==> config.mk <==
export PLATFORM = sky130hd
export DESIGN_NAME = pc_sequencer_flat
export DESIGN_NICKNAME = d
export VERILOG_FILES = /design/src/rtl/pc_sequencer_if.sv /design/src/rtl/pc_sequencer.sv /design/src/flat_wrapper.sv
export SDC_FILE = /design/constraint.sdc
export NUM_CORES = 1
export LEC_CHECK = 0
export ABC_AREA = 0
export CAP_MARGIN = 30
export CORE_MARGIN = 4
export CORE_UTILIZATION = 56
export CTS_BUF_LIST = sky130_fd_sc_hd__clkbuf_4
export DETAILED_ROUTE_END_ITERATION = 8
export HOLD_SLACK_MARGIN = 0.03
export PLACE_DENSITY_LB_ADDON = 0.25
export SYNTH_ARGS = -nofsm -noshare
export SYNTH_HDL_FRONTEND = slang
export SYNTH_SLANG_ARGS = --single-unit
==> constraint.sdc <==
create_clock -name clk -period 4.4 [get_ports clk]
set_input_delay 0.88 -clock clk [delete_from_list [all_inputs] [get_ports clk]]
set_output_delay 0.88 -clock clk [all_outputs]
set_load 0.005 [all_outputs]
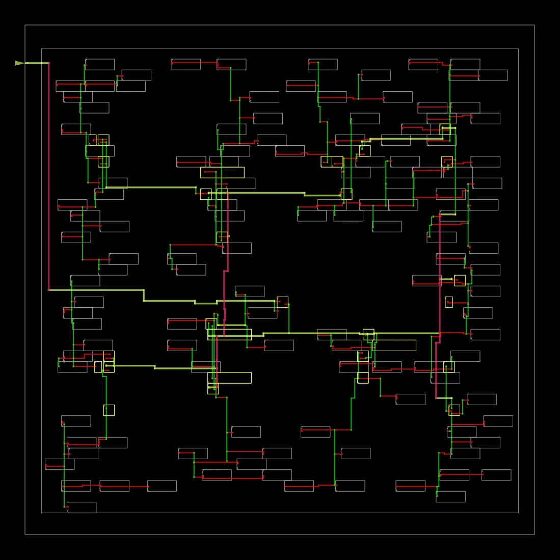
*Clock routing, run 1*
count of clock tree sinks: 125
clock buf count: 22
worst-case clock skew: 21.24 ps

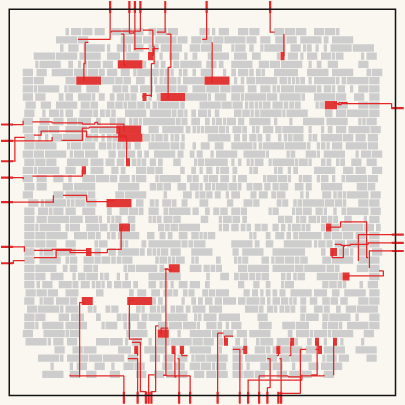
*Nets reached from selected ports, run 1*
Scale: 3 px per micron.
- red: `bus_jr_target` (bits 32; direction input; end cells 32; buffers 32; wire 1010 microns)
count of buffers inserted at the top-level ports: 196
count of pins on the block boundary: 198

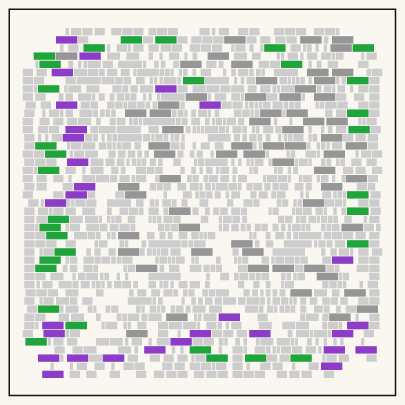
*Where the registers sit, run 1*
Scale: 3 px per micron. Other sequential cells in the stronger grey, the rest of the logic in the fainter grey.
- green: `u_core.bus.instr_d` (flops 32; where all over the die)
- purple: `u_core.bus.pc_d` (flops 29; where all over the die)
- not coloured: 64
seq pwr: 1.30 mW
total area of sequential cells: 0.002502 sq mm
share of the final layout cell area in sequential cells: 24.17%

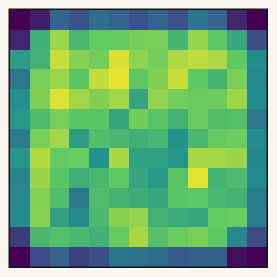
*Local utilization, run 1*
Scale: 2 px per micron. The die is cut into 13 by 13 equal tiles; dark purple is low, yellow is high, 0 to 100% covered.
- nearly empty tiles: 2.4%
- fullest tile: 97%
- tiles over 75% full: 36%
- mean over tiles: 62%
final design utilization: 73.71%
Core ar.: 0.01404 sq mm
Starting Density: 57.69%

==> flow_results.xml <==
<?xml version="1.0" encoding="UTF-8"?>
<metrics>
  <group name="yosys">
    <metric name="synth.lib_cells_used.distinct" unit="">67</metric>
    <metric name="synthArstFlopShare" unit="%">0</metric>
    <metric name="syn_std_cell_area" unit="sq mm">0.008100</metric>
    <metric name="main_synth_ff_type" unit="">sky130_fd_sc_hd__dfxtp_1</metric>
    <metric name="syn-mean-instance-area" unit="sq um">8.199</metric>
    <metric name="yosys-top-cells-count" unit="">166 x sky130_fd_sc_hd__nor2_1, 125 x sky130_fd_sc_hd__dfxtp_1, 81 x sky130_fd_sc_hd__a21oi_1, 72 x sky130_fd_sc_hd__mux2i_1, 70 x sky130_fd_sc_hd__nand2_1</metric>
    <metric name="yosysTopAreaCellShare" unit="%">30.89</metric>
    <metric name="synth.ff_latch_count" unit="">125</metric>
    <metric name="ys_area" unit="sq mm">0.008100</metric>
    <metric name="syn-instance-count" unit="">988</metric>
  </group>
  <group name="setup_path">
    <metric name="critical_path_class" unit="">flop to flop</metric>
    <metric name="worst_ep_arrival_time" unit="ps">3670</metric>
    <metric name="cp_cell_sequence" unit="">ha_1 -&gt; ha_1 -&gt; and4_1 -&gt; nand3_1 -&gt; nor2_1 -&gt; o21ai_0 -&gt; a211oi_1 -&gt; nor4_1 -&gt; nand3b_1 -&gt; a31oi_1</metric>
    <metric name="worst_path_fanout_max" unit="">18</metric>
    <metric name="cpMaxStageDelayCell" unit="">sky130_fd_sc_hd__dfxtp_1</metric>
  </group>
  <group name="run">
    <metric name="timing.max_cap.violations" unit="">0</metric>
  </group>
  <group name="final_timing">
    <metric name="min_period_over_period" unit="%">72.18</metric>
    <metric name="hold_viol_final" unit="">0</metric>
    <metric name="worst-slew-pin-transition" unit="ps">904.3</metric>
    <metric name="unrepaired_setup_endpoints_after_global_routing" unit="">no</metric>
    <metric name="setup_slack" unit="ps">1224</metric>
    <metric name="setup_viol_count_final" unit="">0</metric>
    <metric name="worst_slew_margin" unit="%">39.72</metric>
    <metric name="final.setup.tns" unit="ps">0</metric>
  </group>
  <group name="hold_path">
    <metric name="hold_path_class" unit="">flop to flop</metric>
  </group>
  <group name="cts">
    <metric name="postCtsHoldBufs" unit="">0</metric>
    <metric name="numCtsBuffers" unit="">17</metric>
    <metric name="cts_max_path_buffers" unit="">2</metric>
    <metric name="postCtsResizedCells" unit="">0</metric>
    <metric name="worst_setup_hold_path_clk_slew" unit="ps">120</metric>
  </group>
  <group name="drt">
    <metric name="ant_nets" unit="">0</metric>
    <metric name="detail_route.wl_per_cell" unit="microns">18.48</metric>
    <metric name="dr_total_vias" unit="">7871</metric>
    <metric name="routed_via_density" unit="">5.905</metric>
    <metric name="detail_route.first_pass.iterations" unit="">5</metric>
  </group>
  <group name="global_route">
    <metric name="via_count_of_the_first_global_routing_pass" unit="">7551</metric>
    <metric name="grt_max_degree" unit="">83</metric>
    <metric name="grt_usage" unit="%">29.85</metric>
    <metric name="antenna_violations_before_repair" unit="">1</metric>
  </group>
  <group name="floorplan">
    <metric name="dieHeight" unit="microns">128.3</metric>
    <metric name="chipWidth" unit="microns">128.3</metric>
  </group>
  <group name="status">
    <metric name="run_status" unit="">finished, final reports clean</metric>
  </group>
  <group name="pwr">
    <metric name="pwr_density_cell" unit="mW/mm^2">271.0</metric>
  </group>
  <group name="cells_and_area">
    <metric name="fin_nets" unit="">1269</metric>
    <metric name="filler_cell_count" unit="">1118</metric>
  </group>
</metrics>
-- run 1: routing by layer --
layer	vias to the layer above	global-route usage, %	share of wire [%]
li1	3810	-	-
met1	3657	41.21	45
met2	351	44.93	44
met3	53	7.750	8.2
met4	0	10.92	2.7
met5	-	0	0
-- run 1: layout by cell type (no fill, tap or decap), drive strengths merged, types with 5 or more instances in the layout --
| cell type | netlist | routed |
|---|---|---|
| clkdlybuf4s50 | 0 | 192 |
| nor2 | 166 | 166 |
| dfxtp | 125 | 125 |
| a21oi | 81 | 81 |
| mux2i | 72 | 72 |
| nand2 | 71 | 71 |
| ha | 59 | 59 |
| o21ai | 43 | 43 |
| xor2 | 29 | 29 |
| nand3 | 27 | 27 |
| inv | 22 | 22 |
| xnor2 | 22 | 22 |
| clkbuf | 38 | 22 |
| and3 | 16 | 16 |
| a31oi | 16 | 16 |
| nand4 | 16 | 16 |
| buf | 36 | 15 |
| a211oi | 14 | 14 |
| a21o | 14 | 14 |
| nor3 | 12 | 12 |
| mux4 | 9 | 9 |
| nand2b | 8 | 8 |
| nor4 | 8 | 8 |
| and4 | 7 | 7 |
| o21a | 7 | 7 |
| and2 | 6 | 6 |
| nor2b | 6 | 6 |
| o211ai | 6 | 6 |
| mux2 | 6 | 6 |
| o31ai | 5 | 5 |
-- run 1: layout make-up --
class,instances,area [sq um],area share [%]
clock buffers,22,165.2,1.596
multi-input cells,767,5195,50.19
diodes,2,5.005,0.04835
repair buffers,207,2033,19.64
flip-flops and latches,125,2502,24.17
inverters,22,82.58,0.7978
clock inverters,8,142.6,1.378
well taps,180,225.2,2.176
-- run 1: power breakdown --
| group | switching (mW) | total (mW) | internal (mW) | leakage, nW |
|---|---|---|---|---|
| Combinational | 0.278 | 0.599 | 0.321 | 3.24 |
| Sequential | 0.103 | 1.30 | 1.20 | 1.03 |
| Clock | 0.434 | 0.908 | 0.474 | 0.170 |
| Total | 0.816 | 2.81 | 1.99 | 4.43 |
-- run 1: cells by family after synthesis --
logic type / count (synthesis) / synth area share [%]
compound gates: 215 / 16.57
other cells: 1 / 0.04629
mux: 87 / 12.23
xor+xnor: 51 / 5.514
flops: 125 / 30.89
simple gates: 353 / 20.40
buf+inv: 96 / 4.974
fa+ha+maj: 60 / 9.361
-- run 1: metrics by stage --
stage	power [mW]	area (sq um)	instances	utilization (%)	hold WS [ps]
final	2.805	10350	1333	73.71	470.8
after global placement	1.906	10040	1301	71.49	448.3
after detailed placement	1.916	10040	1301	71.49	456.2
after global routing	2.921	10350	1333	73.71	500.4
after CTS	2.805	10350	1331	73.68	469.9
after floorplan	1.626	8100	988	-	457.4
-- run 1: worst min-delay path: stages, from the launching register on --
cell and delay, ps:
sky130_fd_sc_hd__dfxtp_1 330, sky130_fd_sc_hd__nand2_1 60, sky130_fd_sc_hd__a21oi_1 50
Power is estimated from default activity; no workload was simulated.
